### src/rtl/edge_result_writer_pkg.sv
// edge_result_writer_pkg: shared image sizes, FSM state encoding and binarized pixel levels
package edge_result_writer_pkg;
  localparam int IMG_W = 32;
  localparam int IMG_H = 32;
  localparam int ADDR_W = 10;
  localparam logic [7:0] BIN_HI = 8'hFF;
  localparam logic [7:0] BIN_LO = 8'h00;
  typedef enum logic [1:0] {IDLE = 2'd0, RUN = 2'd1, DRAIN = 2'd2, DONE = 2'd3} state_t;
endpackage

### src/rtl/edge_result_writer_if.sv
// edge_result_writer_if: edge sample stream in, result RAM write port and frame status out
interface edge_result_writer_if #(parameter int AW = edge_result_writer_pkg::ADDR_W);
  logic valid, res_ready, res_wr, overflow, done;
  logic [7:0] edge_in, threshold, res_data, max_mag;
  logic [AW-1:0] res_addr;
  logic [AW:0] edge_cnt;
  modport master(output valid, edge_in, threshold, res_ready,
                 input res_wr, res_addr, res_data, edge_cnt, max_mag, overflow, done);
  modport slave(input valid, edge_in, threshold, res_ready,
                output res_wr, res_addr, res_data, edge_cnt, max_mag, overflow, done);
endinterface

### src/rtl/edge_wr_fifo.sv
// edge_wr_fifo: synchronous FIFO; a push into a full FIFO is only accepted alongside a pop
module edge_wr_fifo #(
  parameter int WIDTH = 18,
  parameter int DEPTH = 4
) (
  input  logic                     clk,
  input  logic                     rst,
  input  logic                     push,
  input  logic                     pop,
  input  logic [WIDTH-1:0]         din,
  output logic                     full,
  output logic                     empty,
  output logic [$clog2(DEPTH):0]   level,
  output logic [WIDTH-1:0]         head
);
  localparam int PW = $clog2(DEPTH);
  logic [WIDTH-1:0] mem_q [DEPTH];
  logic [PW-1:0] wr_q, wr_d, rd_q, rd_d;
  logic [PW:0] cnt_q, cnt_d;
  logic do_push, do_pop;
  always_comb begin
    empty = cnt_q == '0;
    full = cnt_q == (PW+1)'(DEPTH);
    level = cnt_q;
    head = mem_q[rd_q];
    do_pop = pop && !empty;
    do_push = push && (!full || do_pop);
    wr_d = wr_q + PW'(do_push);
    rd_d = rd_q + PW'(do_pop);
    cnt_d = cnt_q + (PW+1)'(do_push) - (PW+1)'(do_pop);
  end
  always_ff @(posedge clk or posedge rst)
    if (rst) begin
      wr_q <= '0;
      rd_q <= '0;
      cnt_q <= '0;
    end else begin
      wr_q <= wr_d;
      rd_q <= rd_d;
      cnt_q <= cnt_d;
    end
  always_ff @(posedge clk)
    if (do_push) mem_q[wr_q] <= din;
endmodule

### src/rtl/edge_result_writer.sv
// edge_result_writer: thresholds the edge stream, buffers {pixel index, data} for the result RAM,
// and keeps frame statistics plus a done flag
module edge_result_writer #(
  parameter int IMG_W      = edge_result_writer_pkg::IMG_W,
  parameter int IMG_H      = edge_result_writer_pkg::IMG_H,
  parameter int ADDR_W     = edge_result_writer_pkg::ADDR_W,
  parameter int FIFO_DEPTH = 4,
  parameter int BINARIZE   = 1
) (
  input logic clk,
  input logic rst,
  edge_result_writer_if.slave b
);
  import edge_result_writer_pkg::*;
  localparam int NPIX = IMG_W * IMG_H;
  state_t state_q, state_d;
  logic [ADDR_W-1:0] pix_q, pix_d;
  logic [ADDR_W:0] cnt_q, cnt_d;
  logic [7:0] max_q, max_d, data;
  logic ovf_q, ovf_d, take, hit, last, pop, empties, full, empty;
  logic [$clog2(FIFO_DEPTH):0] level;
  logic [ADDR_W+7:0] head;
  edge_wr_fifo #(.WIDTH(ADDR_W + 8), .DEPTH(FIFO_DEPTH)) u_fifo (
    .clk(clk), .rst(rst), .push(take), .pop(pop), .din({pix_q, data}),
    .full(full), .empty(empty), .level(level), .head(head)
  );
  always_comb begin
    take = b.valid && (state_q == IDLE || state_q == RUN);
    hit = b.edge_in >= b.threshold;
    data = BINARIZE != 0 ? (hit ? BIN_HI : BIN_LO) : b.edge_in;
    last = take && pix_q == ADDR_W'(NPIX - 1);
    pop = !empty && b.res_ready;
    empties = pop && level == 1 && !take;
    pix_d = pix_q + ADDR_W'(take);
    cnt_d = cnt_q + (ADDR_W+1)'(take && hit);
    max_d = take && b.edge_in > max_q ? b.edge_in : max_q;
    ovf_d = ovf_q || (take && full && !pop);
  end
  always_comb begin
    state_d = state_q;
    case (state_q)
      IDLE:    state_d = take ? RUN : IDLE;
      RUN:     state_d = last ? (empties ? DONE : DRAIN) : RUN;
      DRAIN:   state_d = empties ? DONE : DRAIN;
      default: state_d = DONE;
    endcase
  end
  always_ff @(posedge clk or posedge rst)
    if (rst) begin
      state_q <= IDLE;
      pix_q <= '0;
      cnt_q <= '0;
      max_q <= '0;
      ovf_q <= 1'b0;
    end else begin
      state_q <= state_d;
      pix_q <= pix_d;
      cnt_q <= cnt_d;
      max_q <= max_d;
      ovf_q <= ovf_d;
    end
  // head is gated so the unreset buffer never shows on the RAM port while empty
  always_comb begin
    b.res_wr = !empty;
    b.res_addr = empty ? '0 : head[ADDR_W+7:8];
    b.res_data = empty ? '0 : head[7:0];
    b.edge_cnt = cnt_q;
    b.max_mag = max_q;
    b.overflow = ovf_q;
    b.done = state_q == DONE;
  end
endmodule

### src/flat_wrapper.sv
// flat-port wrapper written by rule: the top's interface ports become plain ports
module edge_result_writer_flat import edge_result_writer_pkg::*;
#(
  parameter int IMG_W      = edge_result_writer_pkg::IMG_W,
  parameter int IMG_H      = edge_result_writer_pkg::IMG_H,
  parameter int ADDR_W     = edge_result_writer_pkg::ADDR_W,
  parameter int FIFO_DEPTH = 4,
  parameter int BINARIZE   = 1
)
  (clk, rst, b_valid, b_edge_in, b_threshold, b_res_ready, b_res_wr, b_res_addr, b_res_data, b_edge_cnt, b_max_mag, b_overflow, b_done);
  edge_result_writer_if b_i ();
  input logic clk;
  input logic rst;
  input wire logic [$bits(b_i.valid)-1:0] b_valid;
  input wire logic [$bits(b_i.edge_in)-1:0] b_edge_in;
  input wire logic [$bits(b_i.threshold)-1:0] b_threshold;
  input wire logic [$bits(b_i.res_ready)-1:0] b_res_ready;
  output wire logic [$bits(b_i.res_wr)-1:0] b_res_wr;
  output wire logic [$bits(b_i.res_addr)-1:0] b_res_addr;
  output wire logic [$bits(b_i.res_data)-1:0] b_res_data;
  output wire logic [$bits(b_i.edge_cnt)-1:0] b_edge_cnt;
  output wire logic [$bits(b_i.max_mag)-1:0] b_max_mag;
  output wire logic [$bits(b_i.overflow)-1:0] b_overflow;
  output wire logic [$bits(b_i.done)-1:0] b_done;
  assign b_i.valid = b_valid;
  assign b_i.edge_in = b_edge_in;
  assign b_i.threshold = b_threshold;
  assign b_i.res_ready = b_res_ready;
  assign b_res_wr = b_i.res_wr;
  assign b_res_addr = b_i.res_addr;
  assign b_res_data = b_i.res_data;
  assign b_edge_cnt = b_i.edge_cnt;
  assign b_max_mag = b_i.max_mag;
  assign b_overflow = b_i.overflow;
  assign b_done = b_i.done;
  edge_result_writer #(.IMG_W(IMG_W), .IMG_H(IMG_H), .ADDR_W(ADDR_W), .FIFO_DEPTH(FIFO_DEPTH), .BINARIZE(BINARIZE)) u_core (.clk(clk), .rst(rst), .b(b_i));
endmodule
### config.mk
export PLATFORM = sky130hd
export DESIGN_NAME = edge_result_writer_flat
export DESIGN_NICKNAME = d
export VERILOG_FILES = /design/src/rtl/edge_result_writer_pkg.sv /design/src/rtl/edge_result_writer_if.sv /design/src/rtl/edge_wr_fifo.sv /design/src/rtl/edge_result_writer.sv /design/src/flat_wrapper.sv
export SDC_FILE = /design/constraint.sdc
export NUM_CORES = 1
export LEC_CHECK = 0
export ABC_AREA = 1
export CELL_PAD_IN_SITES_DETAIL_PLACEMENT = 0
export CELL_PAD_IN_SITES_GLOBAL_PLACEMENT = 2
export CORE_MARGIN = 2
export CORE_UTILIZATION = 34
export CTS_CLUSTER_DIAMETER = 30
export DETAILED_ROUTE_END_ITERATION = 16
export PLACE_DENSITY_LB_ADDON = 0.1
export SETUP_SLACK_MARGIN = 0.05
export SYNTH_ARGS = -nofsm -noshare
export SYNTH_HDL_FRONTEND = slang
export SYNTH_SLANG_ARGS = --single-unit
### constraint.sdc
create_clock -name clk -period 2.6 [get_ports clk]
set_input_delay 0.78 -clock clk [delete_from_list [all_inputs] [get_ports clk]]
set_output_delay 0.78 -clock clk [all_outputs]
set_load 0.01 [all_outputs]
Run 1, routed metal, one colour a layer:
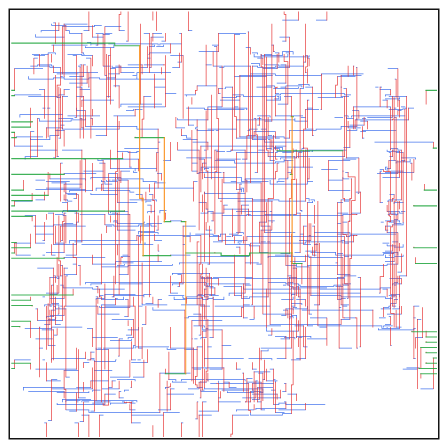
- orange: metal 4 (wire length 155 um)
- green: metal 3 (wire length 327 um)
- red: metal 2 (wire length 4320 um)
- blue: metal 1 (wire length 3690 um)
drt total wl: 8490 um
GR Util All Layers: 0.143

Run 1, cell outlines without signal wires:
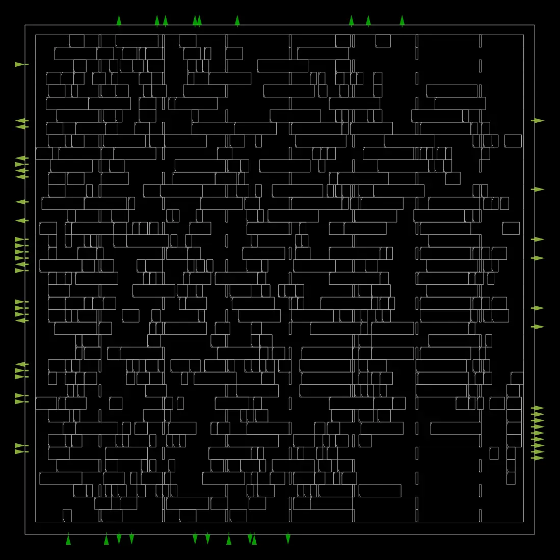
number of well-tap cells placed: 143
Finished Layout Cells: 629
sequential portion of the cell area: 0.423
final core utilization: 0.483
area of the core region: 0.0113 sq mm

Run 1, a small window of the routed layout:
Region (35, 13) to (75, 53) um. Cells in grey, sequential cells in the stronger grey; small squares are vias.
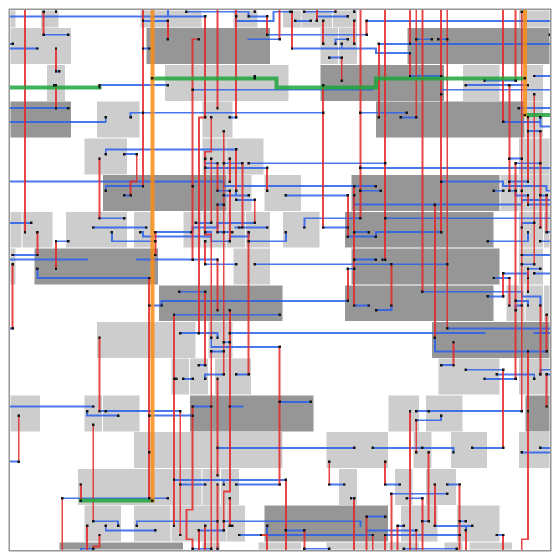
- blue: metal 1
- red: metal 2
- green: metal 3
- orange: metal 4
- sequential cells in the window: 14
- netlist names of flops here include: `u_core.u_fifo.mem_q` (6), `u_core.pix_q` (2), `u_core.state_q` (2)
- cells with their middle in the window: 73
- most frequent: buf_4 (14), inv_1 (8), dfrtp_1 (7)

Run 1, clock distribution:
Bar = 20 um.
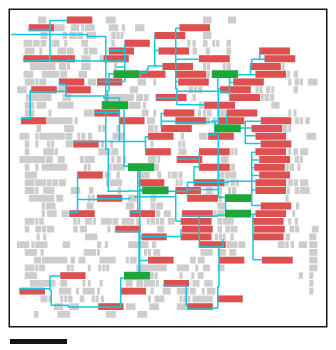
- red: flip-flops (count 83)
- cyan: clock wires (length 1090 um)
- green: clock drivers (count 9)
- routed clock nets: 10
worst clock skew: 0.00680 ns
clock insertion delay at the later pin of the skew report: 0.33 ns
Clk pwr share: 0.318
total clock network power: 1.33 mW

==> reports/summary.json <==
{
  "outcome": {
    "run_status": "finished clean"
  },
  "min_path": {
    "worst_hold_path.num_cells": 1,
    "hold_path.class": "flop to flop"
  },
  "cts": {
    "clockRootBuffer": "sky130_fd_sc_hd__clkbuf_16",
    "cts.sinks": 83,
    "tritoncts": "yes",
    "h-tree-depth": 3
  },
  "synth": {
    "compound_area_frac": 0.0624,
    "ys_chip_area_sq_mm": 0.00389,
    "synthDominantCellAreaShare": 0.340,
    "synth_seq_share": 0.591,
    "synth-xor-area-share": 0.0428,
    "synthesis.nets": 417,
    "yosysCellCount": 372,
    "synthCells": 372,
    "synth.cells.most_frequent": "56 x sky130_fd_sc_hd__nor2_1, 48 x sky130_fd_sc_hd__nand2_1, 47 x sky130_fd_sc_hd__inv_1, 44 x sky130_fd_sc_hd__edfxtp_1, 39 x sky130_fd_sc_hd__dfrtp_1"
  },
  "finish": {
    "largest_cell_class": "registers",
    "comb_area_frac": 0.277,
    "mi_logic_area_sq_mm": 0.00151,
    "net_count_reported_at_finish": 526,
    "nonClockBufferCount": 112,
    "num-fill-cells": 1089,
    "nNonClkInverters": 48,
    "num-clock-buffers": 11,
    "flow.area_growth_from_synthesis_pct": 39.9
  },
  "final_timing": {
    "layout_min_cycle_time_ns": 2.54,
    "finalSetupTns_ns": 0,
    "timing_max_transition_violations_final": 0,
    "worst_slew_margin_rel": 0.642,
    "setup_repair_after_global_routing_missed_its_margin": "yes"
  },
  "critical_path": {
    "end_kind": "output pin",
    "cp_top_family": "buffers and inverters",
    "worst_path_depth": 8
  },
  "global_route": {
    "grt_met1_use": 0.163,
    "globalRoute.busiestLayer": "met2",
    "first_pass_grt_wire_length_um": 13700,
    "grt.met2_usage": 0.256,
    "antenna_found_initial": 0
  },
  "floorplanning": {
    "floorplan.die_area_sq_mm": 0.0123,
    "placement_rows": 39,
    "die_width_um": 111
  },
  "placement": {
    "dpl.cell_count": 600
  },
  "route": {
    "drt_pass1_iterations": 4,
    "drt-vias-per-instance": 4.51
  },
  "flow_run": {
    "cap_violations": 0
  }
}
-- run 1: cell usage in the layout (no fill, tap or decap), types with 2 or more instances in the layout --
cell type,n
sky130_fd_sc_hd__a21oi_1,15
sky130_fd_sc_hd__buf_4,49
sky130_fd_sc_hd__buf_6,3
sky130_fd_sc_hd__bufinv_16,2
sky130_fd_sc_hd__clkbuf_1,2
sky130_fd_sc_hd__clkbuf_16,9
sky130_fd_sc_hd__clkbuf_2,10
sky130_fd_sc_hd__clkdlybuf4s15_1,8
sky130_fd_sc_hd__clkdlybuf4s50_1,25
sky130_fd_sc_hd__dfrtp_1,38
sky130_fd_sc_hd__dlygate4sd2_1,11
sky130_fd_sc_hd__dlymetal6s2s_1,5
sky130_fd_sc_hd__edfxtp_1,44
sky130_fd_sc_hd__ha_1,15
sky130_fd_sc_hd__ha_4,9
sky130_fd_sc_hd__inv_1,37
sky130_fd_sc_hd__inv_2,10
sky130_fd_sc_hd__nand2_1,45
sky130_fd_sc_hd__nand2_2,2
sky130_fd_sc_hd__nand2_4,3
sky130_fd_sc_hd__nand3_1,14
sky130_fd_sc_hd__nand3_2,4
sky130_fd_sc_hd__nand4_1,5
sky130_fd_sc_hd__nor2_1,51
sky130_fd_sc_hd__nor2_2,5
sky130_fd_sc_hd__nor2_4,2
sky130_fd_sc_hd__nor3_1,6
sky130_fd_sc_hd__o21ai_0,21
sky130_fd_sc_hd__o21ai_1,3
sky130_fd_sc_hd__xnor2_1,6
sky130_fd_sc_hd__xor2_1,13
-- run 1: worst paths after layout --
path	from	end	slack, ns
setup / recovery	u_core.u_fifo.rd_q[0]$_DFF_PP0_	b_res_data[0]	0.06
min in group asynchronous	rst	u_core.b.edge_cnt[3]$_DFF_PP0_	0.88
setup reg to reg	u_core.u_fifo.level[1]$_DFF_PP0_	u_core.u_fifo.level[2]$_DFF_PP0_	0.55
hold reg to reg	u_core.b.overflow$_DFF_PP0_	u_core.b.overflow$_DFF_PP0_	0.48
max in group asynchronous	rst	u_core.u_fifo.rd_q[0]$_DFF_PP0_	1.32
hold / removal	u_core.b.overflow$_DFF_PP0_	u_core.b.overflow$_DFF_PP0_	0.48
-- run 1: per-layer routing --
layer / wire [um] / share of wire
met3: 326 / 0.038
met5: 0 / 0
met2: 4320 / 0.51
met1: 3690 / 0.43
met4: 154 / 0.018
-- run 1: repair_timing --
action | in CTS | in global routing
hold endpoints to repair | 0 | 0
hold buffers | 0 | 0
setup endpoints to repair | 24 | 15
pin swaps | 19 | 17
resized | 55 | 46
setup buffers | 6 | 7
-- run 1: power by group --
part | internal (mW) | switching [mW]
Clock | 0.839 | 0.494
Sequential | 1.43 | 0.0491
Combinational | 0.665 | 0.713
-- run 1: cells by family after synthesis --
logic type,Yosys count
adders and majority gates,25
AOI/OAI and AO/OA,44
buffers and inverters,62
and+or+nand+nor,139
xor gates and xnor gates,19
DFF,83
-- run 1: state kept, by name, summed over array words and instances, names as in the netlist --
register             count
u_core.u_fifo.mem_q     44
u_core.b.edge_cnt       11
u_core.pix_q            10
u_core.b.max_mag         8
u_core.u_fifo.level      3
u_core.state_q           2
u_core.u_fifo.rd_q       2
u_core.u_fifo.wr_q       2
u_core.b.overflow        1
No activity file was given, so power comes from the tool's default toggle rates.
